Figure 1. Signal wires on met1 (run 1).
Bar = 100 um. Supply wires on this layer in grey.
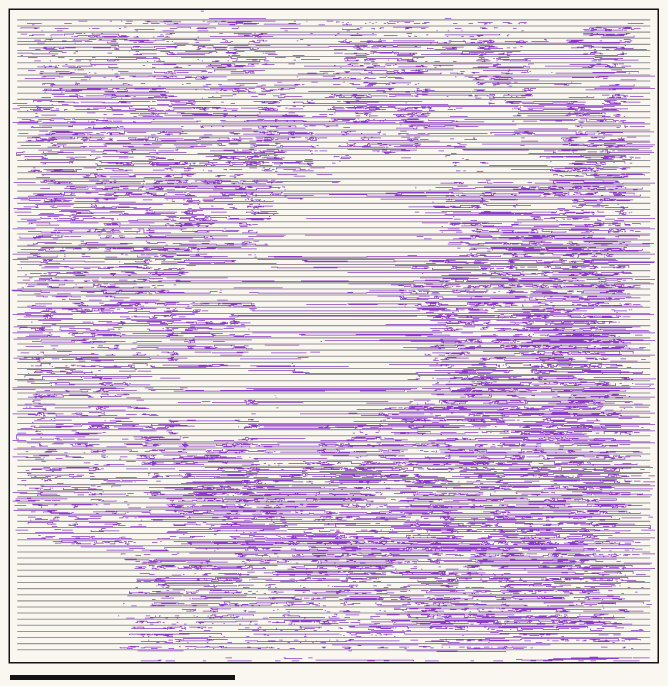
Figure 2. M2 wires (run 1).
Cells faint in the background.
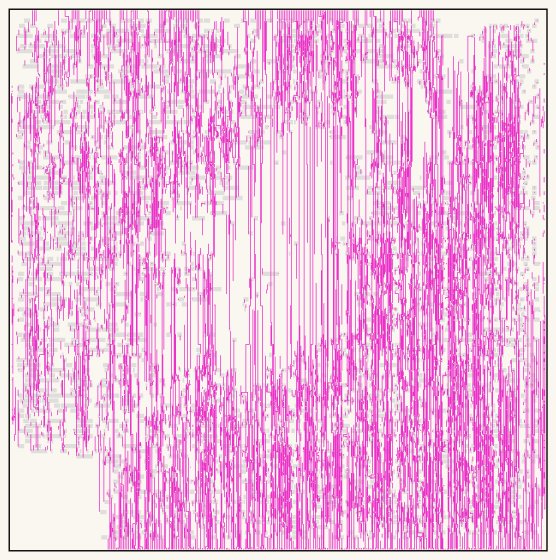
Figure 3. The metal 3 layer (run 1).
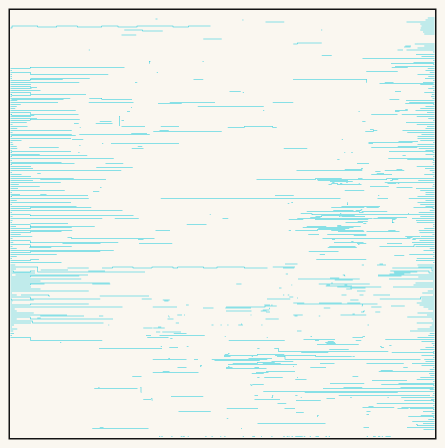
$ cat config.mk
export PLATFORM = sky130hd
export DESIGN_NAME = varint_writer
export DESIGN_NICKNAME = d
export VERILOG_FILES = /design/src/rtl/varint_writer.sv
export SDC_FILE = /design/constraint.sdc
export NUM_CORES = 1
export LEC_CHECK = 0
export CAP_MARGIN = 5
export CORE_AREA = 3 3 285 287
export CTS_CLUSTER_DIAMETER = 40
export DETAILED_ROUTE_END_ITERATION = 8
export DIE_AREA = 0 0 288 290
export PLACE_DENSITY_LB_ADDON = 0.12
export SLEW_MARGIN = 25
export SYNTH_ARGS = -nofsm -noshare
export SYNTH_HDL_FRONTEND = slang
export SYNTH_SLANG_ARGS = --single-unit
$ cat constraint.sdc
create_clock -name clk -period 8.5 [get_ports clk]
set_input_delay 2.125 -clock clk [delete_from_list [all_inputs] [get_ports clk]]
set_output_delay 2.125 -clock clk [all_outputs]
set_load 0.1 [all_outputs]
$ cat src/rtl/varint_writer.sv
// Protobuf base-128 varint encoder writing 1..10 bytes through the 8-lane DRAM byte port.
// Optional sint64 zigzag pre-transform is built only when VARINT_WRITER_ZIGZAG_EN is defined.
module varint_writer #(
  parameter int LANES  = 8,
  parameter int ADDR_W = 64
) (
  input  logic                           clk,
  input  logic                           reset,
  input  logic                           en,
  input  logic [63:0]                    value,
  input  logic [ADDR_W-1:0]              dst,
  input  logic                           zigzag,
  output logic                           done,
  output logic [3:0]                     length,
  output logic [LANES-1:0]               dram_en,
  output logic                           dram_rdwr,
  output logic [LANES-1:0][ADDR_W-1:0]   dram_addr,
  output logic [LANES-1:0][7:0]          dram_data_out,
  input  logic [LANES-1:0]               dram_valid
);

  typedef enum logic [2:0] {S_IDLE, S_ENC, S_WR0, S_WR1, S_DONE} state_t;

  state_t                 r_state;
  logic [63:0]            r_v;
  logic [ADDR_W-1:0]      r_dst;
  logic [9:0][7:0]        r_bytes;
  logic [3:0]             r_len;
  logic [LANES-1:0]       r_pend;
  logic                   r_done;
  logic [3:0]             r_length;

  logic [63:0]            w_v_in;
  logic [3:0]             w_len;
  logic [9:0][7:0]        w_bytes;
  logic [LANES-1:0]       w_mask0;
  logic [LANES-1:0]       w_mask1;
  logic [LANES-1:0]       w_left;
  logic [LANES-1:0][7:0]  w_hi;

`ifdef VARINT_WRITER_ZIGZAG_EN
  assign w_v_in = zigzag ? ((value << 1) ^ {64{value[63]}}) : value;
`else
  logic w_unused_zigzag;
  assign w_unused_zigzag = zigzag;
  assign w_v_in = value;
`endif

  // Length is the index of the highest non-empty 7-bit group, plus one.
  always_comb begin
    w_len = 4'd1;
    for (int k = 1; k < 10; k++) begin
      if ((r_v >> (7 * k)) != 64'd0) w_len = 4'(k + 1);
    end
  end

  always_comb begin
    w_bytes = '0;
    for (int k = 0; k < 9; k++) begin
      w_bytes[k] = {(4'(k) < (w_len - 4'd1)), r_v[7*k +: 7]};
    end
    w_bytes[9] = {7'd0, r_v[63]};
  end

  assign w_mask0 = (w_len >= 4'd8) ? '1 : LANES'((1 << w_len) - 1);
  assign w_mask1 = LANES'((1 << (r_len - 4'd8)) - 1);
  assign w_left  = r_pend & ~dram_valid;

  always_comb begin
    w_hi    = '0;
    w_hi[0] = r_bytes[8];
    w_hi[1] = r_bytes[9];
  end

  always_ff @(posedge clk or negedge reset) begin
    if (!reset) begin
      r_state  <= S_IDLE;
      r_v      <= '0;
      r_dst    <= '0;
      r_bytes  <= '0;
      r_len    <= '0;
      r_pend   <= '0;
      r_done   <= 1'b0;
      r_length <= '0;
    end else begin
      unique case (r_state)
        S_IDLE: begin
          if (en) begin
            r_v     <= w_v_in;
            r_dst   <= dst;
            r_done  <= 1'b0;
            r_state <= S_ENC;
          end
        end
        S_ENC: begin
          r_bytes <= w_bytes;
          r_len   <= w_len;
          r_pend  <= w_mask0;
          r_state <= S_WR0;
        end
        S_WR0, S_WR1: begin
          r_pend <= w_left;
          if (w_left == '0) begin
            if (r_state == S_WR0 && r_len > 4'd8) begin
              r_pend  <= w_mask1;
              r_state <= S_WR1;
            end else begin
              r_done   <= 1'b1;
              r_length <= r_len;
              r_state  <= S_DONE;
            end
          end
        end
        S_DONE: begin
          if (!en) begin
            r_done   <= 1'b0;
            r_length <= '0;
            r_state  <= S_IDLE;
          end
        end
        default: r_state <= S_IDLE;
      endcase
    end
  end

  assign dram_en   = r_pend;
  assign dram_rdwr = |r_pend;
  assign done      = r_done;
  assign length    = r_length;

  // Lanes outside the pending mask stay quiet so the shared port sees no stray data.
  always_comb begin
    dram_addr     = '0;
    dram_data_out = '0;
    for (int i = 0; i < LANES; i++) begin
      if (r_pend[i]) begin
        if (r_state == S_WR1) begin
          dram_addr[i]     = r_dst + ADDR_W'(8 + i);
          dram_data_out[i] = w_hi[i];
        end else begin
          dram_addr[i]     = r_dst + ADDR_W'(i);
          dram_data_out[i] = r_bytes[i];
        end
      end
    end
  end

endmodule

==> reports/metrics.csv, run 1 <==
stage,metric,value,unit
status,status,finished clean,
route,drt_iter0_drc,1513,
placed_design,io_buffers,728,
layout,n_antenna_cell,4,
layout,top_register,r_bytes,
setup_path,required,6.38,ns
hold_path,min_to,r_bytes[5]$_DFFE_PN0N_,
layout,layout_top_cell,nand2_1,
setup_path,critPathKind,flip-flop to output pin,
synthesis,synth_area,21100,um2
synthesis,synth_seq_share,26.3,%
synthesis,ff_type,dfrtp_1,
cts,tritoncts,done,
layout,n_all_buffers,808,
setup_path,endpoint,dram_addr[402],
placed_design,place_inst,4444,
timing,hold_viol_final,0,
timing,period_used_share,91.0,%
timing,report.final.slew_viol_count,0,
layout,regArea,5540,um2
synthesis,synth_cell_types,63,
global_route,grtUsageTotal,29.7,%
layout,largest_class,logic gates,
synthesis,floorplan.nets,2969,
setup_path,path_buffers,3,
layout,seq_cells,221,
setup_path,startpoint_type,flip-flop,
layout,final-clk-cell-share,7.33,%
cts,clock_path_buffers,3,
synthesis,ys_cells,2813,
layout,layout_top_cells,"473 x nand2_1, 402 x clkdlybuf4s50_1, 392 x buf_4",
global_route,grt_pass1_wl,179000,um
cts,cts_num_sinks,221,
layout,final_util,39.2,%
die,fp.dieH,290,um
setup_path,critical-path-top-delay-family,simple AND/OR/NAND/NOR gates,
setup_path,path_max_fanout,16,
layout,fillerInstances,8391,
synthesis,top_cells_by_count,"474 x nand2_1, 325 x and2_1, 247 x xnor2_1",
layout,largest_reg_flops,73,
synthesis,mux_share,6.48,%
timing,rsz0062_at_grt,false,
layout,top_regs,"r_bytes: 73 flops, r_dst: 64 flops, r_v: 64 flops",
layout,nNetsFinal,3618,
hold_path,min_path_cells,2,
route,antenna_left,0,
global_route,gr-total-overflow,0,
setup_path,timing.rr.start,r_v[63]$_DFFE_PN0P_,
cts,cts_resized,0,
placed_design,hpwl,97000,um
layout,buf_share,22.9,%
synthesis,xor_share,15.2,%
placed_design,place_area,28700,um2
synthesis,top_area_share,26.3,%
synthesis,synthAdderAreaFrac,0.987,%
route,post_drt_wl_per_cell,28.2,um
setup_path,r2r_slack,4.63,ns
timing,fin_skew,0.0345,ns
die,fp_util,26.7,%
layout,layout.area.comb,14600,um2
synthesis,synth-simple-area-share,36.0,%
cts,cts_setup_buffers,0,
timing,holdWs,0.460,ns
cts,hold_buffers,0,
setup_path,critical_path_cell_count,12,
timing,clock.fmax,129,MHz
synthesis,synth-seq-cells,221,
## Picture notes: Figure 1
wire length on this layer: 50.4 mm
nets with wire on the layer: 3194
main direction: horizontal
longest straight run: 93.4 um
share of all routed wire: 39%
Vias: 23400
met1 usage: 35.1%

## Picture notes: Figure 2
main direction: vertical
nets with wire on the layer: 2919
share of all routed wire: 48%
M2 GR Usage: 50.8%
WL final: 129000 um

## Picture notes: Figure 3
main direction: horizontal
share of all routed wire: 8.3%
wire length on this layer: 10700 um
longest straight run: 121 um
nets with wire on the layer: 555
met3 GRT Util: 8.11%

run 1: metrics by stage:
step / setup WS, ns
global placement: 1.43
global route: 0.540
CTS: 0.791
detailed placement: 1.46
floorplan: 1.11
finish: 0.766
run 1: routing by layer:
metal,GRT usage (%),part of all wire [%],wire length (um)
met5,0,0.035,45
met4,11.9,4.3,5570
met3,8.11,8.3,10700
met2,50.8,48,62100
met1,35.1,39,50400
Figure 4. The metal 4 layer (run 1).
Bar = 100 um. Supply wires on this layer in grey.
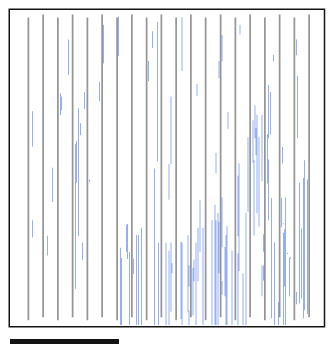

## Run 2: what changed since run 1
--- a/config.mk
+++ b/config.mk
@@ -8,6 +8,7 @@
 export CAP_MARGIN = 5
 export CORE_AREA = 3 3 285 287
 export CTS_CLUSTER_DIAMETER = 40
+export CTS_CLUSTER_SIZE = 16
 export DETAILED_ROUTE_END_ITERATION = 8
 export DIE_AREA = 0 0 288 290
 export PLACE_DENSITY_LB_ADDON = 0.12
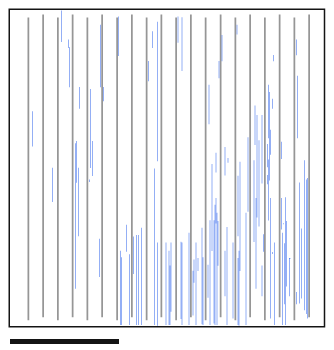
Figure 5: run 2, the metal 4 layer.
Bar = 100 um. Supply wires on this layer in grey.
share of all routed wire: 4.4%
main direction: vertical
wire length on this layer: 5710 um
longest straight run: 144 um
nets with wire on the layer: 81
WL final: 129000 um
Vias: 23400

==> run 2 against run 1 <==
  * Final cell count did not move
  * Maximum frequency rose by 0.67%
  * Via count about the same
  * Critical path type unchanged
  * Worst setup slack improved by 0.051 ns
  * Sequential share of layout area hardly changed
  * Core utilization about the same
  * Highest routed layer unchanged
  * Critical endpoint unchanged
  * Design area is essentially flat
  * Critical path depth did not move
==> reports/metrics.csv, run 2 <==
stage,metric,value,unit,change
status,status,finished clean,,
synthesis,synth-simple-area-share,36.0,%,unchanged
route,post_drt_wl_per_cell,28.3,um,about the same
route,dr_wl_met3,10700,um,-0.11%
route,antenna_left,0,,unchanged
route,drt_iter0_drc,1697,,+12%
cts,cts_setup_buffers,0,,unchanged
layout,largest_reg_flops,73,,unchanged
placed_design,place_area,28700,um2,unchanged
synthesis,synth_area,21100,um2,unchanged
cts,hold_buffers,0,,unchanged
setup_path,required,6.38,ns,about the same
timing,rsz0062_at_grt,false,,
timing,clock.fmax,130,MHz,+0.67%
route,highest_layer,met5,,
synthesis,top_cells_by_count,"474 x nand2_1, 325 x and2_1, 247 x xnor2_1",,
synthesis,mux_share,6.48,%,unchanged
setup_path,startpoint_type,flip-flop,,
placed_design,io_buffers,728,,unchanged
timing,report.final.slew_viol_count,0,,unchanged
placed_design,place_inst,4444,,unchanged
cts,tritoncts,done,,
timing,setup_slack,0.817,ns,+0.0514 ns
synthesis,floorplan.nets,2969,,unchanged
setup_path,path_max_fanout,16,,unchanged
synthesis,synthAdderAreaFrac,0.987,%,unchanged
timing,holdWs,0.463,ns,+0.00258 ns
cts,cts_num_sinks,221,,unchanged
hold_path,min_path_cells,2,,unchanged
global_route,use_met3,7.81,%,-0.30 points
timing,period_used_share,90.4,%,-0.60 points
placed_design,post-place-ws,1.46,ns,unchanged
layout,top_regs,"r_bytes: 73 flops, r_dst: 64 flops, r_v: 64 flops",,
global_route,grtUsageTotal,29.7,%,about the same
layout,layout_top_cells,"473 x nand2_1, 402 x clkdlybuf4s50_1, 392 x buf_4",,
setup_path,path_buffers,3,,unchanged
global_route,top_usage_layer,met2,,
die,fp_util,26.7,%,unchanged
timing,fin_skew,0.0530,ns,+0.0185 ns
synthesis,ff_type,dfrtp_1,,
synthesis,xor_share,15.2,%,unchanged
hold_path,min_to,r_bytes[60]$_DFFE_PN0N_,,
placed_design,hpwl,97000,um,unchanged
layout,final_util,39.2,%,about the same
setup_path,critical_path_cell_count,12,,unchanged
setup_path,critPathKind,flip-flop to output pin,,
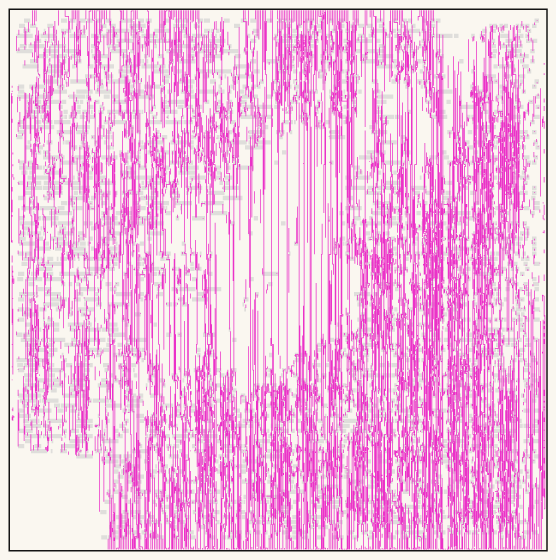
Figure 6: run 2, M2 wires.
Cells faint in the background.
M2 GR Usage: 50.5%

==> run 2: cell types whose count changed in the layout (fill, tap and decap cells not counted), sizes merged <==
cell,before,now
inv,28,29
bufinv,5,4
clkinvlp,3,4
diode,4,3
==> run 2: cell type report <==
| class | instances | area (um2) |
|---|---|---|
| fill | 8386 | 47900 |
| multi-input combinational | 2339 | 14600 |
| timing repair buffer | 808 | 7090 |
| sequential | 221 | 5540 |
| clock buffer | 97 | 1950 |
| tap | 1050 | 1310 |
| clock inverter | 21 | 343 |
| inverter | 26 | 97.6 |
| antenna | 3 | 7.51 |
